File: config.mk
export PLATFORM = sky130hd
export DESIGN_NAME = wb_regfile
export DESIGN_NICKNAME = d
export VERILOG_FILES = /design/src/rtl/wb_regfile_pkg.sv /design/src/rtl/wb_regfile_2r1w.sv /design/src/rtl/wb_regfile.sv
export SDC_FILE = /design/constraint.sdc
export NUM_CORES = 2
export LEC_CHECK = 0
export CORE_ASPECT_RATIO = 0.75
export CORE_UTILIZATION = 44
export DETAILED_ROUTE_END_ITERATION = 8
export HOLD_SLACK_MARGIN = 0.05
export PLACE_DENSITY = 0.66
export SETUP_SLACK_MARGIN = 0.05
export SLEW_MARGIN = 20
export SYNTH_ARGS = -nofsm -noshare
export SYNTH_HDL_FRONTEND = slang
export SYNTH_SLANG_ARGS = --single-unit
export TNS_END_PERCENT = 20
File: constraint.sdc
create_clock -name clk -period 3.37 [get_ports clk]
set_clock_uncertainty 0.05 [all_clocks]
set_input_delay 0.674 -clock clk [delete_from_list [all_inputs] [get_ports clk]]
set_output_delay 0.674 -clock clk [all_outputs]
set_load 0.1 [all_outputs]
File: src/rtl/wb_regfile_pkg.sv
// Shared widths, defaults and writeback-source encoding for the writeback stage
// and its register file.
package wb_regfile_pkg;

    localparam int unsigned DSIZE_DEF       = 32;
    localparam int unsigned ISIZE_DEF       = 32;
    localparam int unsigned ASIZE_DEF       = 5;
    localparam int unsigned LINK_OFFSET_DEF = 1;
    localparam int unsigned REG_ZERO        = 0;
    localparam int unsigned CNT_W           = 32;

    typedef enum logic [1:0] {
        WbAlu  = 2'd0,
        WbMem  = 2'd1,
        WbLink = 2'd2
    } wb_sel_e;

    // jal outranks MemtoReg: a jal never loads, so the link value must win.
    function automatic wb_sel_e wb_select(input logic jal, input logic mem_to_reg);
        wb_sel_e sel;
        if (jal) begin
            sel = WbLink;
        end else if (mem_to_reg) begin
            sel = WbMem;
        end else begin
            sel = WbAlu;
        end
        return sel;
    endfunction

endpackage

File: src/rtl/wb_regfile_2r1w.sv
// Two-read/one-write architectural register file: register 0 reads as zero,
// reads bypass the same-cycle write.
module regfile_2r1w
    import wb_regfile_pkg::*;
#(
    parameter int unsigned DSIZE = DSIZE_DEF,
    parameter int unsigned ASIZE = ASIZE_DEF
) (
    input  logic             clk_i,
    input  logic             rst_i,
    input  logic             we_i,
    input  logic [ASIZE-1:0] waddr_i,
    input  logic [DSIZE-1:0] wdata_i,
    input  logic [ASIZE-1:0] raddr1_i,
    input  logic [ASIZE-1:0] raddr2_i,
    output logic [DSIZE-1:0] rdata1_o,
    output logic [DSIZE-1:0] rdata2_o
);

    localparam int unsigned NRegs = 2 ** ASIZE;

    logic [DSIZE-1:0] regs_q [NRegs];
    logic             we_eff;

    assign we_eff = we_i && (waddr_i != ASIZE'(REG_ZERO));

    always_ff @(posedge clk_i) begin
        if (rst_i) begin
            for (int unsigned i = 0; i < NRegs; i++) begin
                regs_q[i] <= '0;
            end
        end else if (we_eff) begin
            regs_q[waddr_i] <= wdata_i;
        end
    end

    // Write-first: a matching commit is visible in the same cycle.
    always_comb begin
        rdata1_o = regs_q[raddr1_i];
        if (raddr1_i == ASIZE'(REG_ZERO)) begin
            rdata1_o = '0;
        end else if (we_eff && (raddr1_i == waddr_i)) begin
            rdata1_o = wdata_i;
        end
    end

    always_comb begin
        rdata2_o = regs_q[raddr2_i];
        if (raddr2_i == ASIZE'(REG_ZERO)) begin
            rdata2_o = '0;
        end else if (we_eff && (raddr2_i == waddr_i)) begin
            rdata2_o = wdata_i;
        end
    end

endmodule

File: src/rtl/wb_regfile.sv
// Writeback stage: selects ALU/load/link data, commits it to the register file,
// drives the EX forwarding bus and counts retired writes.
module wb_regfile
    import wb_regfile_pkg::*;
#(
    parameter int unsigned DSIZE       = DSIZE_DEF,
    parameter int unsigned ISIZE       = ISIZE_DEF,
    parameter int unsigned ASIZE       = ASIZE_DEF,
    parameter int unsigned LINK_OFFSET = LINK_OFFSET_DEF
) (
    input  logic             clk,
    input  logic             rst,
    input  logic [DSIZE-1:0] aluout_in,
    input  logic [DSIZE-1:0] mem_rdata_in,
    input  logic             MemtoReg_in,
    input  logic             wen_in,
    input  logic             jal_in,
    input  logic [ISIZE-1:0] PC_in,
    input  logic [ASIZE-1:0] waddr_in,
    input  logic [ASIZE-1:0] raddr1,
    input  logic [ASIZE-1:0] raddr2,
    output logic [DSIZE-1:0] rdata1,
    output logic [DSIZE-1:0] rdata2,
    output logic             fwd_valid,
    output logic [ASIZE-1:0] fwd_addr,
    output logic [DSIZE-1:0] fwd_data,
    output logic [CNT_W-1:0] retire_cnt
);

    wb_sel_e          wb_sel;
    logic [ISIZE-1:0] link_pc;
    logic [DSIZE-1:0] wdata;
    logic             commit;
    logic [CNT_W-1:0] retire_q, retire_d;

    always_comb begin
        // Link wraps in PC width before being resized to the data width.
        link_pc = PC_in + ISIZE'(LINK_OFFSET);
        wb_sel  = wb_select(jal_in, MemtoReg_in);
        wdata   = aluout_in;
        unique case (wb_sel)
            WbLink:  wdata = DSIZE'(link_pc);
            WbMem:   wdata = mem_rdata_in;
            default: wdata = aluout_in;
        endcase
    end

    assign commit   = wen_in && (waddr_in != ASIZE'(REG_ZERO)) && !rst;
    assign retire_d = retire_q + CNT_W'(1);

    always_ff @(posedge clk) begin
        if (rst) begin
            retire_q <= '0;
        end else if (commit) begin
            retire_q <= retire_d;
        end
    end

    assign fwd_valid  = commit;
    assign fwd_addr   = waddr_in;
    assign fwd_data   = wdata;
    assign retire_cnt = retire_q;

    regfile_2r1w #(
        .DSIZE (DSIZE),
        .ASIZE (ASIZE)
    ) u_regfile (
        .clk_i    (clk),
        .rst_i    (rst),
        .we_i     (commit),
        .waddr_i  (waddr_in),
        .wdata_i  (wdata),
        .raddr1_i (raddr1),
        .raddr2_i (raddr2),
        .rdata1_o (rdata1),
        .rdata2_o (rdata2)
    );

endmodule

Placed standard cells:
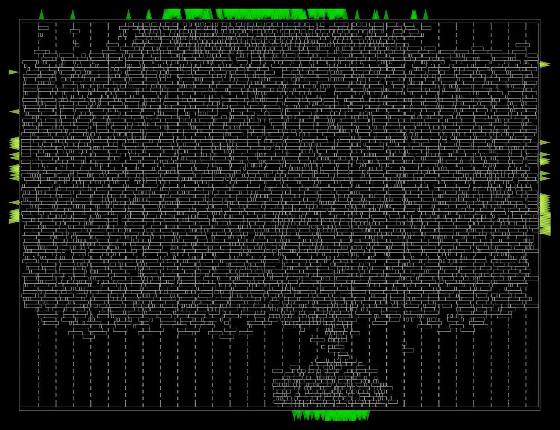
share of the core filled with cells in the final layout: 58.3%
Layout Cells excl Fill: 6497

Signal metal coverage by tile:
Scale: 1 px per um. The die is cut into 21 by 16 equal tiles; dark purple is low, yellow is high, scaled to the fullest tile. Values are wire area over tile area, all layers added.
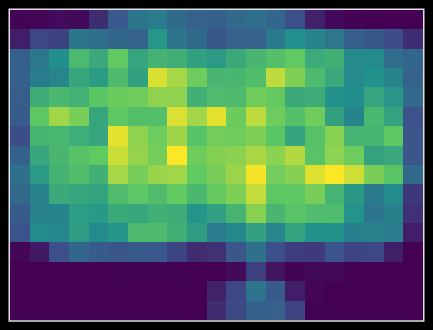
tiles over half the peak: 49%
mean over tiles: 0.32
fullest tile: 0.71
nearly empty tiles: 17%
densest ninth of the die: center
number of vias in the routed layout: 43500
GR Util All Layers: 34.3%
per-cell routed wire length: 34.1 um

==> impl_metrics.csv <==
group,metric,value,unit
route,first_iter_violations,7857,
yosys,synth.top_cells.by_count,"sky130_fd_sc_hd__nor2_1 (1077), sky130_fd_sc_hd__edfxtp_1 (1024), sky130_fd_sc_hd__mux4_2 (482)",
finish,insertedDiodeCount,2,
route,remaining_drc_errors,0,
finish,area.sequential,31400,um^2
setup_path,crit_path_end,"rdata2[4]",
final_timing,grt_setup_unrepaired,"true",
yosys,synth_warnings,0,
finish,logic_gates,2598,
clock_network,cts_buffer_depth,3,
setup_path,criticalPathCategory,"reg -> out",
global_routing,grt_max_degree,52,
final_timing,hold_violations,0,
power,cellLeakagePower,0.0265,uW
finish,area_growth,30.6,%
setup_path,critical_path.endpoint_type,"primary output",
hold_path,min-delay-path-class,"in -> reg",
yosys,share_of_yosys_cell_area_claimed_by_the_top_area_cell_type,55.2,%
power,maxPowerGroup,"sequential cells",
hold_path,worstHoldPathCells,4,
power,share_of_power_burned_in_registers,44.2,%
yosys,mappedNetlistArea,55800,um^2
clock_network,cts.htree.levels,3,
place,gp_congestion,0.949,
yosys,synth.cellmix.adderShare,0.0673,%
clock_network,holdBufCountCts,0,
place,detailed_place.area,67000,um^2
yosys,synthSimpleGateAreaFrac,10.4,%
setup_path,r2r_cells,5,
yosys,predominant_post_synthesis_flop_cell,"sky130_fd_sc_hd__edfxtp_1",
floorplanning,num_io_pins,250,
setup_path,r2r_setup_slack,1.06,ns
place,detailed_place_hpwl,139000,um
global_routing,grt_first_pass_wirelength,308000,um
power,power.density_cell_area,481,nW/um^2
clock_network,tritoncts,"built",
yosys,enable_flop_cells,1024,
finish,layout.clock.cell_area_share,4.62,%
yosys,yosys.stat.chipArea,55800,um^2
global_routing,initial_antenna_violation_count,8,
yosys,yosysMostFrequentCell,"sky130_fd_sc_hd__nor2_1",
yosys,avgSynthCellArea,13.6,um^2
setup_path,arrival,2.92,ns
finish,most_common_cell_after_layout_fill_and_taps_aside,"sky130_fd_sc_hd__nor2_1",
clock_network,clk_transition_reported_paths,0.06,ns
route,avgViaCountPerCell,6.69,
floorplanning,tapcell.inserted,1653,
power,pwr.group.combinational,7740,uW
finish,non_clock_inverter_count,52,
power,comb_power_share,22.1,%
floorplanning,chip_area,128000,um^2
yosys,ys_cells,4095,
clock_network,clock_insertion_delay_worst_skew,0.73,ns
place,post-place-cells,6228,
yosys,topCombFamilyByArea,"multiplexers",
yosys,post_synth_num_cell_types,61,
yosys,ys_top_cells_by_area,"sky130_fd_sc_hd__edfxtp_1 (55%), sky130_fd_sc_hd__mux4_2 (19%), sky130_fd_sc_hd__nor2_1 (7.3%), sky130_fd_sc_hd__mux2i_1 (3.9%), sky130_fd_sc_hd__clkbuf_1 (1.8%)",
finish,sequential_cell_total,1056,
clock_network,cts_repair_resize_count,411,
finish,dominant_cells,"flip-flops and latches",
yosys,ys_seq_share,56.3,%
setup_path,reg2reg_from,"retire_cnt[2]",
clock_network,root_buffer,"sky130_fd_sc_hd__clkbuf_16",
final_timing,finalSetupViolCount,52,
finish,layout.non_clock_buffers,945,
finish,design_area,72800,um^2
final_timing,fin_crit_sh,108,%
hold_path,whs_endpoint,"retire_cnt[1]",
power,clock_power,11800,uW
power,seq-power,15500,uW
job,cap_violations,0,
power,switchingPower,10300,uW
power,netSwitchingFraction,29.4,%
yosys,asyncSetResetFlopFracSynth,0,%
setup_path,critical_path.startpoint,"u_regfile.regs_q[5][4]",
power,clkPwrFrac,33.7,%
clock_network,cts_inserted_buffers,104,
finish,fillers,9587,
setup_path,startpoint_type,"flop",
route,drt_wl_total,221000,um
floorplanning,floorplan.core_util,44.6,%
yosys,ys.flops,1056,
yosys,post_synth_ao_oa_area_fraction,4.82,%
final_timing,tightest_slew,1.22,ns
finish,drive_gt1_share,38.2,%
status,violations,"setup timing",
global_routing,grt-ovfl-total,0,
final_timing,postLayoutSetupSlackWorst,-0.271,ns
finish,seq_share,43.1,%
final_timing,timing.fmax,275,MHz
clock_network,post-cts-setup-buffer-count,53,
final_timing,final_max_slew_viol_count,0,
setup_path,crit_required,2.65,ns
status,status,"finished, violations left",
Power grid:
Scale: 1 px per um. Pins as bars on the die edge.
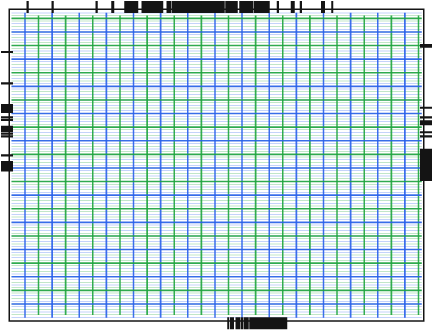
[blue] VSS
[green] VDD
met1 rails: 113
met4 straps: 30
signal pins: 250
met5 straps: 22
maximum vdd drop: 0.464 mV
width of the chip: 413 um
area of the core region: 125000 um^2
height of the die: 310 um

[critical path, cell delays in order (launching register included)]
cell                       delay, ns
sky130_fd_sc_hd__edfxtp_1       0.41
sky130_fd_sc_hd__mux4_2         0.49
sky130_fd_sc_hd__mux4_2         0.58
sky130_fd_sc_hd__nor2b_4        0.18
sky130_fd_sc_hd__nor3_2         0.16
sky130_fd_sc_hd__buf_4          0.13
sky130_fd_sc_hd__a211oi_4       0.03
sky130_fd_sc_hd__buf_12         0.18
[layer usage]
metal,track usage (%),wire (um)
met3,12.5,37500
met4,15.5,12200
met1,46.5,77200
met2,49.2,94300
met5,0,214
[registers in the layout, summed over array words and instances (netlist names)]
| signal | flops |
|---|---|
| retire_cnt | 32 |
| u_regfile.regs_q | 1024 |
Power figures rest on the tool's default switching activity, not on a simulated workload.
